==> images/port_nets.png <==
Scale: 6 px per µm.
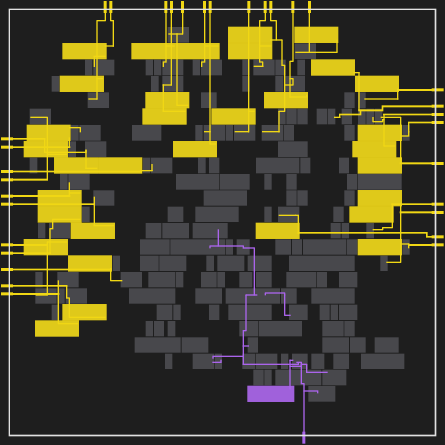
==> images/final_clocks.png <==
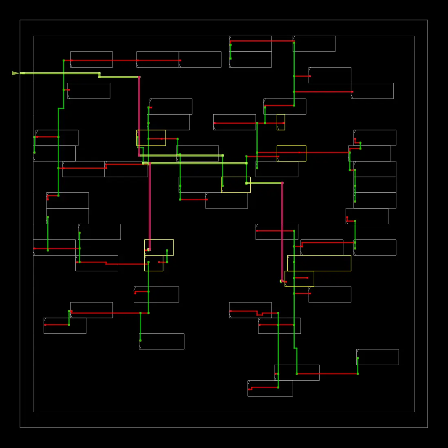
==> images/registers.png <==
Scale: 4 px per µm. Other sequential cells in the stronger grey, the rest of the logic in the fainter grey.
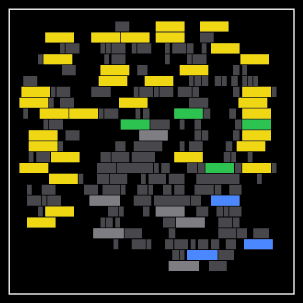
==> images/gate_families.png <==
Scale: 6 px per µm.
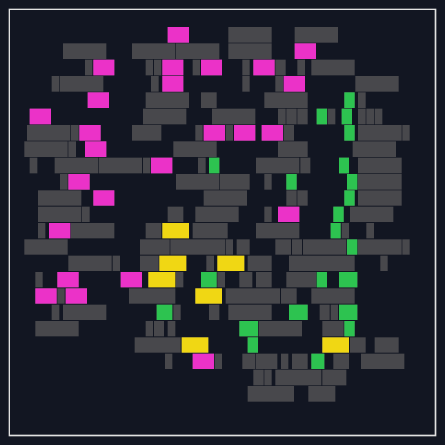
==> config.mk <==
export PLATFORM = sky130hd
export DESIGN_NAME = fifo_word_packer
export DESIGN_NICKNAME = d
export VERILOG_FILES = /design/src/rtl/fifo_word_packer.sv
export SDC_FILE = /design/constraint.sdc
export NUM_CORES = 1
export LEC_CHECK = 0
export CAP_MARGIN = 20
export CORE_MARGIN = 2
export CORE_UTILIZATION = 40
export DETAILED_ROUTE_END_ITERATION = 6
export DONT_BUFFER_PORTS = 1
export PLACE_DENSITY = 0.52
export SETUP_SLACK_MARGIN = 0.05
export SLEW_MARGIN = 0
export SYNTH_ARGS = -nofsm -noshare
export SYNTH_HDL_FRONTEND = slang
export SYNTH_SLANG_ARGS = --single-unit
==> constraint.sdc <==
create_clock -name clk -period 1.6 [get_ports clk]
set_input_delay 0.48 -clock clk [delete_from_list [all_inputs] [get_ports clk]]
set_output_delay 0.48 -clock clk [all_outputs]
set_load 0.01 [all_outputs]
==> flow_summary.ini <==
; yosys + openroad results
[floorplan]
fp.dieW_um = 70.8
die_y_um = 70.8
die_area_um2 = 5010

[synth]
top_cells_by_count = dfxtp_1 (45), nor2_1 (35), mux2i_1 (25)
ys_seq_frac = 0.505
ys_top_logic_family = simple AND/OR/NAND/NOR gates
yosysTopAreaCellShare = 0.505
synth_cells = 183
synth_flops = 45
yosysWarnings = 0
synth-main-ff-cell = dfxtp_1
yosys.area_share.aoi = 0.0792
ys_top_cells_by_area = dfxtp_1 (50%), mux2i_1 (14%), nor2_1 (7.4%), ha_1 (4.9%), a21oi_1 (4.2%)
synth.most_common_cell = dfxtp_1
ys_cells = 183
simple_gate_share = 0.183
top_area_cell = dfxtp_1
xor_area_frac = 0

[layout]
antennaDiodeCount = 0
synthToLayoutAreaGrowth_pct = 13.8
layout_top_cells = dfxtp_1 (41), nor2_1 (34), mux2i_1 (25), a21oi_1 (15)
design.final.nets = 209
final_area_um2 = 2030

[placement]
dp_slack_ns = 0.00240
routabilityCongestion = 0.838

[pwr]
peakVddDrop_mv = 0.602
comb_power_share = 0.049
seq_power_share = 0.551
maxPowerGroup = sequential cells
switching_share = 0.214

[setup_path]
slowest_delay_ns = 0.50
crit_chain = or4_4 -> nor2_4
crit_path_start_kind = flip-flop
worst-path-stages = 2
critPathBufInv = 0
worstPathMaxFanout = 2

[cts]
hold_buffers = 0
cts_resized = 1
htreeDepth = 2
path_clk_slew_ns = 0.08
cts_buffer_depth = 2
clk_latency_ns = 0.29
cts_root_buf = clkbuf_8

[route]
first_pass_iters = 4
wl_per_cell_um = 16.5
wl_mm = 3.98
drt-initial-drc-count = 55
post-route-drc-count = 0
vias_per_cell = 5.29

[timing]
period_needed_ns = 1.75
fin_ws_ns = -0.146
worst_clock_skew_ns = 0.00643
tightest_slew_ns = 0.486
timing_hold_violations_final = 0
rsz0062_at_grt = yes
period_used_share = 1.09
setup_violations = 1
whs_ns = 0.250
slew_headroom = 0.668

[global_routing]
grt_pass1_vias = 1316
grt_usage = 0.158
overflow = 0
grt_max_degree = 46

[run_status]
status = finished, violations left
violations = negative setup slack

[worst_hold_path]
hp-class = primary input to flip-flop

[run]
max_cap_violations = 0
-- port_nets.png (at the start) --
outData: shown in yellow, bits 32, direction output, end cells 32, wire 574 µm. outValid: shown in purple, bits 1, direction output, end cells 1, wire 86.7 µm.
IO buf count: 0
I/O pin count: 52

-- final_clocks.png (at the start) --
clock buffers: 6
flop count: 45
CTS Sinks: 45
CTS buffer count: 5

-- registers.png (at the start) --
outData: shown in yellow, flops 32. r_iss: shown in blue, flops 3. outKeep: shown in green, flops 4.
register area: 906 µm²
Seq power: 0.00116 W
post-layout util: 0.470
Seq/total area: 0.446

-- gate_families.png (at the start) --
multiplexers: shown in magenta, cells 25. adder and majority cells: shown in yellow, cells 7. inverting AOI/OAI gates: shown in green, cells 22.
most used logic cell in the final layout: dfxtp_1
combinational share of cell area: 0.418

cell type report:
type	count	area (µm²)
Fill cell	420	2290
Sequential cell	45	906
Multi-Input combinational cell	123	850
Timing Repair Buffer	9	83.8
Clock buffer	6	72.6
Tap cell	52	65.1
Clock inverter	2	38.8
Inverter	4	15.0
metal layers:
metal,global-route usage,wire [µm],part of all wire,up-vias
li1,-,-,-,641
met1,0.197,1810,0.46,592
met2,0.238,1780,0.45,36
met3,0.0783,341,0.086,6
met4,0.0545,45,0.011,0
met5,0,0,0,-
stage by stage:
step	setup TNS, ns	instances	total power [W]
floorplan	-0.0598	183	0.00127
global placement	0	232	0.00128
detailed placement	0	232	0.00128
CTS	-0.158	240	0.00212
global route	-0.184	241	0.00220
finish	-0.146	241	0.00211
No activity file was given, so power comes from the tool's default toggle rates.
